===== src/rtl/muldiv_sequencer.sv =====
// muldiv_sequencer: iterative RV32M multiply/divide engine with stall/flush sequencing.
// One radix-2 step per cycle on unsigned magnitudes; signs are restored on the final step.
module muldiv_sequencer #(
    parameter int XLEN = 32
) (
    input  logic            clk,
    input  logic            rst_n,
    input  logic            start,
    input  logic [2:0]      op,
    input  logic [XLEN-1:0] a,
    input  logic [XLEN-1:0] b,
    input  logic            kill,
    output logic            stall,
    output logic            busy,
    output logic            done,
    output logic [XLEN-1:0] result
);
    localparam int CW = $clog2(XLEN);
    localparam logic [XLEN-1:0] MIN_NEG = {1'b1, {(XLEN-1){1'b0}}};

    typedef enum logic [1:0] {IDLE, BUSY, DONE} state_t;

    state_t            state_q, state_d;
    logic [2*XLEN-1:0] acc_q, acc_d;
    logic [XLEN-1:0]   opnd_q, opnd_d;
    logic [XLEN-1:0]   result_q, result_d;
    logic [2:0]        op_q, op_d;
    logic              neg_q, neg_d;
    logic              sa_q, sa_d;
    logic [CW-1:0]     cnt_q, cnt_d;

    logic              a_signed, b_signed, sa, sb;
    logic [XLEN-1:0]   a_mag, b_mag;
    logic              accept, div_zero, div_ovf, fast;
    logic [XLEN-1:0]   fast_res;
    logic [XLEN:0]     mul_sum, div_diff;
    logic [2*XLEN-1:0] acc_step, prod;
    logic [XLEN-1:0]   quo, rem, res_fin;

    assign a_signed = (op == 3'd1) | (op == 3'd2) | (op[2] & ~op[0]);
    assign b_signed = (op == 3'd1) | (op[2] & ~op[0]);
    assign sa       = a_signed & a[XLEN-1];
    assign sb       = b_signed & b[XLEN-1];
    assign a_mag    = sa ? -a : a;
    assign b_mag    = sb ? -b : b;

    assign accept   = (state_q == IDLE) & start & ~kill;
    assign div_zero = (b == '0);
    assign div_ovf  = ~op[0] & (a == MIN_NEG) & (&b);
    assign fast     = op[2] & (div_zero | div_ovf);
    assign fast_res = div_zero ? (op[1] ? a : '1) : (op[1] ? '0 : MIN_NEG);

    // Multiply shifts the multiplier out of the low half; divide shifts the dividend up into the remainder.
    assign mul_sum  = {1'b0, acc_q[2*XLEN-1:XLEN]} + (acc_q[0] ? {1'b0, opnd_q} : '0);
    assign div_diff = acc_q[2*XLEN-1:XLEN-1] - {1'b0, opnd_q};
    assign acc_step = op_q[2] ? (div_diff[XLEN] ? {acc_q[2*XLEN-2:0], 1'b0}
                                                : {div_diff[XLEN-1:0], acc_q[XLEN-2:0], 1'b1})
                              : {mul_sum, acc_q[XLEN-1:1]};

    assign prod     = neg_q ? -acc_step : acc_step;
    assign quo      = neg_q ? -acc_step[XLEN-1:0] : acc_step[XLEN-1:0];
    assign rem      = sa_q ? -acc_step[2*XLEN-1:XLEN] : acc_step[2*XLEN-1:XLEN];
    assign res_fin  = op_q[2] ? (op_q[1] ? rem : quo)
                              : ((op_q[1:0] == 2'd0) ? prod[XLEN-1:0] : prod[2*XLEN-1:XLEN]);

    always_ff @(posedge clk or negedge rst_n) begin
        if (!rst_n) begin
            state_q  <= IDLE;
            acc_q    <= '0;
            opnd_q   <= '0;
            result_q <= '0;
            op_q     <= '0;
            neg_q    <= 1'b0;
            sa_q     <= 1'b0;
            cnt_q    <= '0;
        end else begin
            state_q  <= state_d;
            acc_q    <= acc_d;
            opnd_q   <= opnd_d;
            result_q <= result_d;
            op_q     <= op_d;
            neg_q    <= neg_d;
            sa_q     <= sa_d;
            cnt_q    <= cnt_d;
        end
    end

    always_comb begin
        state_d  = (state_q == IDLE) ? (accept ? (fast ? DONE : BUSY) : IDLE)
                 : (state_q == BUSY) ? (kill ? IDLE : ((cnt_q == '0) ? DONE : BUSY))
                 : IDLE;
        acc_d    = acc_q;
        opnd_d   = opnd_q;
        result_d = result_q;
        op_d     = op_q;
        neg_d    = neg_q;
        sa_d     = sa_q;
        cnt_d    = cnt_q;
        if (accept) begin
            op_d   = op;
            sa_d   = sa;
            neg_d  = sa ^ sb;
            cnt_d  = CW'(XLEN-1);
            acc_d  = {{XLEN{1'b0}}, op[2] ? a_mag : b_mag};
            opnd_d = op[2] ? b_mag : a_mag;
            if (fast) result_d = fast_res;
        end else if (state_q == BUSY && !kill) begin
            acc_d = acc_step;
            cnt_d = cnt_q - 1'b1;
            if (cnt_q == '0) result_d = res_fin;
        end
    end

    always_comb begin
        stall  = accept | (state_q == BUSY);
        busy   = (state_q == BUSY);
        done   = (state_q == DONE);
        result = result_q;
    end
endmodule


===== config.mk =====
export PLATFORM = sky130hd
export DESIGN_NAME = muldiv_sequencer
export DESIGN_NICKNAME = d
export VERILOG_FILES = /design/src/rtl/muldiv_sequencer.sv
export SDC_FILE = /design/constraint.sdc
export NUM_CORES = 1
export LEC_CHECK = 0
export CAP_MARGIN = 20
export CORE_MARGIN = 1.5
export CORE_UTILIZATION = 24
export CTS_BUF_LIST = sky130_fd_sc_hd__clkbuf_8
export CTS_CLUSTER_SIZE = 30
export DETAILED_ROUTE_END_ITERATION = 10
export GPL_ROUTABILITY_DRIVEN = 0
export PLACE_DENSITY = 0.47
export SYNTH_ARGS = -nofsm -noshare
export SYNTH_HDL_FRONTEND = slang
export SYNTH_SLANG_ARGS = --single-unit

===== constraint.sdc =====
create_clock -name clk -period 11.3 [get_ports clk]
set_input_delay 3.39 -clock clk [delete_from_list [all_inputs] [get_ports clk]]
set_output_delay 3.39 -clock clk [all_outputs]
set_load 0.1 [all_outputs]

**Run 1: ports around the boundary**

Pins as bars across the die edge, other pins in gray.
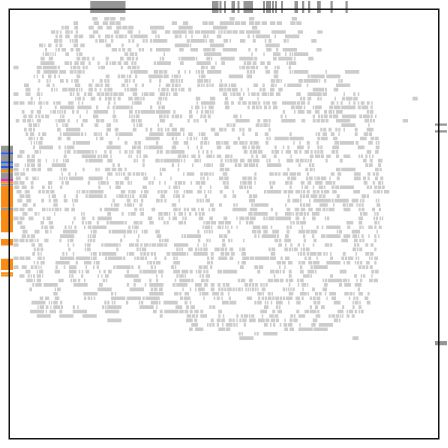
`stall` -> magenta  # pins 1, direction output, edge left
`op` -> blue  # pins 3, direction input, edge left
`b` -> orange  # pins 32, direction input, edge left
Die Y: 262 um
Die W: 262 um
I/O Buffers: 105

**Run 1: placed cells, one color a class**

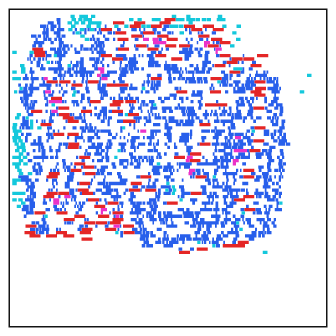
remaining buffers and delay cells -> cyan  # cells 141
combinational and other logic -> blue  # cells 1,961
sequential cells -> red  # cells 140
clock drivers and dummy loads -> magenta  # cells 31

**Run 1: routed clock nets over the placement**

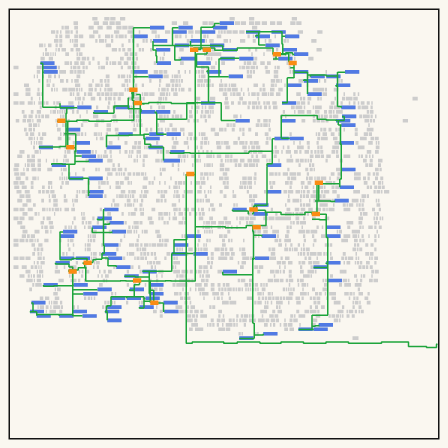
clock drivers -> orange  # count 17
flip-flops -> blue  # count 140
clock wires -> green  # length 2,680 um
flops lie = all over the die
routed clock nets = 18
clk_lat worst skew: 0.55 ns
Clk pwr share: 0.102
Final Skew: 0.0259 ns
Clk power: 0.466 mW

==> out/metrics.yaml, run 1 <==
status: "complete, no violations"
ys_seq_share: 0.217
top_logic_kind: "AND-OR/OR-AND gates"
lay_top_count: "nand2_1"
inv_count: 66
reg2reg_depth: 22
wirelength_mm: 72.4
core_area_um2: 66200
crit_path_max_fanout: 66
finalPower_mw: 4.58
buf_share: 0.0721
max_stage_delay_ns: 1.15
numCtsBuffers: 17
setup_tns_ns: 0
warnings: 31
clk_pin_slew_ns: 0.09
grtUsageMet3: 0.0329
grt_use_met1: 0.281
timing.rr.end: "result[4]$_DFFE_PN0P_"
cp_data_required_time_ns: 7.91
crit_start: "kill"
grt_usage: 0.206
top_power_group: "combinational logic"
fin_area_um2: 18500
ff2ff_setup_slack_ns: 4.56
ant_nets: 0
ios: 106
holdCritStartpoint: "result[1]$_DFFE_PN0P_"
drtIter0Drc: 1534
antenna_found_initial: 4
overflow: 0
synth_dominant_cell_count: "nand2_1"
grt_pass1_vias: 16300
comb_share: 0.643
logic_gate_count: 1895
place_ws_ns: 1.72
cp-start-kind: "input pin"
power.density_nw_per_um2: 248
ctsResizeCount: 0
slew_headroom: 0.242
worstReg2RegStart: "acc_q[31]$_DFFE_PN0P_"
seq-power_mw: 0.830
common_cells: "nand2_1, o21ai_0, nor2_1"
cts_root_buf: "clkbuf_8"
cts_buffer_depth: 2
drc_errors: 0
die_area_um2: 68800
grt-busiest-layer: "met2"
worst-setup-path-type: "input pin to output port"
grt_max_degree: 113
fillCellCount: 7251
stdcell_count: 3139
syn-num-nets: 2380
worst_slack_ns: 1.72
finalClockPeriodUsage: 0.848
pwr-share-comb: 0.717
dpl-instance-area_um2: 18100
tap_cells: 864
yosys_warnings: 0
seq_share: 0.190
avgSynthCellArea_um2: 7.22
cp.depth: 5
fp-row-count: 94
worstPathArrival_ns: 6.19
vias: 17500
clock_sinks: 140
critPathBufInv: 3
switchingPower_mw: 2.62
cp-end-kind: "output port"
slowest_stage: "clkdlybuf4s50_1"
min_to: "result[1]$_DFFE_PN0P_"
nNonClkBuffers: 141
wl_met3_mm: 5.11
vdd_ir_drop_max_mv: 0.0955
regArea_um2: 3510
largest_register_ffs: 64
grt_util_met2: 0.319
dpl.cell_count: 3106
holdBufCountCts: 0
fp_util: 0.244
drt_pass1_iterations: 5
rsz0062_at_grt: "no"
synthToLayoutAreaGrowth_pct: 14.4
top_area_frac: 0.217
slew_violations: 0
**Run 1: metal layers overlaid**

Two of the layers only.
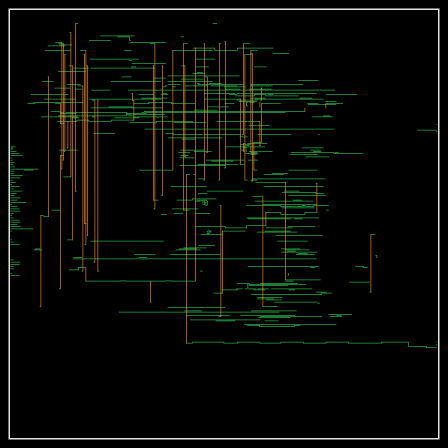

--- run 2 (diff from run 1) ---
- clock period: 11.3 -> 9.2 ns (I/O delays scaled with it)
**Run 2: metal layers overlaid**

Two of the layers only.
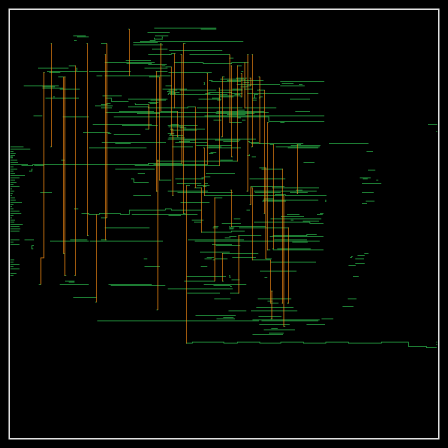
metal 3 -> green  # wire length 5,120 um
metal 4 -> orange  # wire length 3,020 um

**Run 2: ports around the boundary**

Pins as bars across the die edge, other pins in gray.
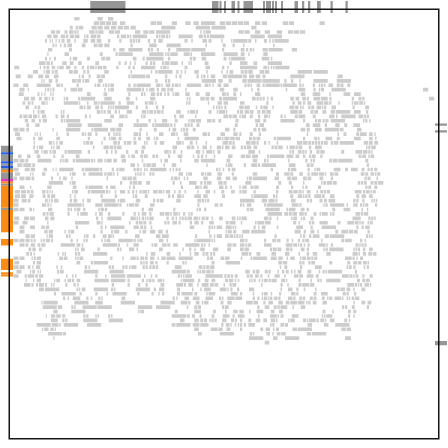
`b` -> orange  # pins 32, direction input, edge left
`op` -> blue  # pins 3, direction input, edge left
`stall` -> magenta  # pins 1, direction output, edge left
all pins by edge = 53 top, 49 left, 4 right

==> out/metrics.yaml, run 2 <==
grt_pass1_vias: 16100  # was 16,300
worst-setup-path-type: "input pin to flip-flop"  # was input pin to output port
syn-num-nets: 2380  # unchanged
critPathBufInv: 4  # was 3
cts_root_buf: "clkbuf_8"  # unchanged
pwr-share-comb: 0.715  # was 0.717
status: "complete, no violations"  # unchanged
seq-power_mw: 1.02  # was 0.830 mW
grtUsageMet3: 0.0324  # was 0.0329
finalClockPeriodUsage: 0.792
grt_usage: 0.209  # was 0.206
vias_per_cell: 5.64  # was 5.56
reg2reg_depth: 19  # was 22
finalPower_mw: 5.70  # was 4.58 mW
nNonClkBuffers: 142  # was 141
tap_cells: 864  # unchanged
grt_util_met2: 0.324  # was 0.319
power.density_nw_per_um2: 308  # was 248 nW/um^2
avgSynthCellArea_um2: 7.22  # unchanged
rsz0062_at_grt: "no"  # unchanged
antenna_found_initial: 3  # was 4
synthToLayoutAreaGrowth_pct: 14.6  # was 14.4%
max_stage_delay_ns: 0.59  # was 1.15 ns
ctsResizeCount: 0  # unchanged
die_width_um: 262  # unchanged
regArea_um2: 3510  # unchanged
holdBufCountCts: 0  # unchanged
ant_nets: 0  # unchanged
drtIter0Drc: 1879  # was 1,534
buf_share: 0.0715  # was 0.0721
synth_dominant_cell_count: "nand2_1"  # unchanged
logic_gate_count: 1895  # unchanged
ff2ff_setup_slack_ns: 2.50  # was 4.56 ns
fin_area_um2: 18500  # about the same
top_logic_kind: "AND-OR/OR-AND gates"  # unchanged
ios: 106  # unchanged
place_ws_ns: 1.40  # was 1.72 ns
numCtsBuffers: 17  # unchanged
worstReg2RegStart: "opnd_q[21]$_DFFE_PN0P_"  # was acc_q[31]$_DFFE_PN0P_
grt-busiest-layer: "met2"  # unchanged
portBuffers: 105  # unchanged
grt_use_met1: 0.288  # was 0.281
timing.rr.end: "result[22]$_DFFE_PN0P_"  # was result[4]$_DFFE_PN0P_
lay_top_count: "nand2_1"  # unchanged
slew_violations: 0  # unchanged
die_area_um2: 68800  # unchanged
worstPathArrival_ns: 7.69  # was 6.19 ns
comb_share: 0.643  # about the same
min_to: "result[0]$_DFFE_PN0P_"  # was result[1]$_DFFE_PN0P_
p_clk_mw: 0.600  # was 0.466 mW
vias: 17700  # was 17,500
utilization: 0.279  # about the same
top_area_frac: 0.217  # unchanged
cp.depth: 17  # was 5
ys_seq_share: 0.217  # unchanged
common_cells: "nand2_1, o21ai_0, nor2_1"  # unchanged
die_h_um: 262  # unchanged
dpl-instance-area_um2: 18100  # about the same
wirelength_mm: 73.7  # was 72.4 mm
top_power_group: "combinational logic"  # unchanged
vdd_ir_drop_max_mv: 0.127  # was 0.0955 mV
worst_slack_ns: 1.91  # was 1.72 ns
warnings: 28  # was 31
seq_share: 0.190  # about the same
slew_headroom: 0.244  # was 0.242
crit_start: "b[0]"  # was kill
fillCellCount: 7240  # was 7,251
switchingPower_mw: 3.24  # was 2.62 mW
dpl.cell_count: 3107  # was 3,106
drt_pass1_iterations: 8  # was 5
yosys_warnings: 0  # unchanged
cp-start-kind: "input pin"  # unchanged
clock_sinks: 140  # unchanged
clk_pin_slew_ns: 0.09  # about the same
clk_latency_ns: 0.54  # was 0.55 ns
slowest_stage: "clkinv_1"  # was clkdlybuf4s50_1
p_clk_frac: 0.105  # was 0.102
Power and IR drop assume default switching activity.
